**Supply network**

The bar under the picture is 20 microns long. Pins as bars on the die edge.
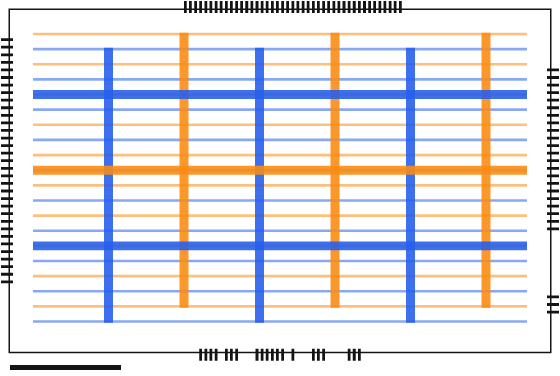
**Placed cells, one color a class**

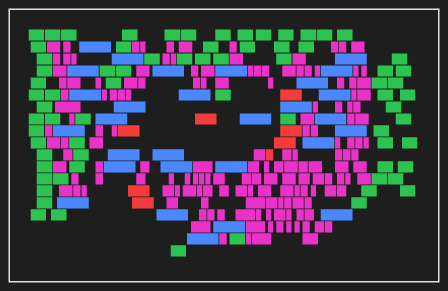
==> config.mk <==
export PLATFORM = sky130hd
export DESIGN_NAME = dmem_arbiter
export DESIGN_NICKNAME = d
export VERILOG_FILES = /design/src/rtl/dmem_arbiter.sv
export SDC_FILE = /design/constraint.sdc
export NUM_CORES = 1
export LEC_CHECK = 0
export CAP_MARGIN = 20
export CORE_ASPECT_RATIO = 0.6
export CORE_MARGIN = 4
export CORE_UTILIZATION = 39
export DETAILED_ROUTE_END_ITERATION = 7
export PLACE_DENSITY = 0.88
export SLEW_MARGIN = 10
export SYNTH_ARGS = -nofsm -noshare
export SYNTH_HDL_FRONTEND = slang
export SYNTH_SLANG_ARGS = --single-unit
==> constraint.sdc <==
create_clock -name clk -period 6 [get_ports clk]
set_clock_uncertainty 0.05 [all_clocks]
set_input_delay 0.9 -clock clk [delete_from_list [all_inputs] [get_ports clk]]
set_output_delay 0.9 -clock clk [all_outputs]
set_load 0.01 [all_outputs]
==> run summary <==
outcome: complete, no violations
combinational fraction of the cell area: 35.34%
flip-flop count of the largest register, all copies and words added: 16
placed wire-length estimate after detailed placement: 3.525 mm
largest contributor to cell area by class: logic gates
relative area change from synthesis to final layout: 31.29%
clock buf count: 7
Reg clk slew, reported paths: 60 ps
Crit path depth: 7
time the final worst path needs with I/O delays and setup: 4794 ps
CP Data Required Time: 5050 ps
highest metal layer used by the detailed router: met4
count of distinct cell types in the synthesized netlist: 35
CP endpoint kind: primary output
Post-Syn Instances: 231
xor and xnor fraction of the mapped netlist area: 0%
cell type with the largest total area after synthesis: dfxtp_1
post-route clock period utilization: 79.90%
Repair and plain buffers: 72
tap cell count: 63
initial antenna violation count: 0
GRT met2 Usage: 24.22%
sequential cell count of the final layout: 29
## Picture notes: 'supply network'
orange -> VDD
blue -> VSS
rows = 19
met1 rails = 20
met4 straps = 6
core outline area: 4588 sq um
Vert. Die Dim: 61.43 microns
Horiz. Die Dim: 97.05 microns
worst vdd ir: 0.0001846 V

## Picture notes: 'placed cells, one color a class'
red -> clock drivers and dummy loads  # cells 8, share of their area 4.3%
green -> other buffers and delay cells  # cells 72, share of their area 31%
magenta -> all other logic  # cells 157, share of their area 40%
blue -> flip-flops  # cells 29, share of their area 25%
number of rows in the core area: 19
Design Area, Final: 2436 sq um

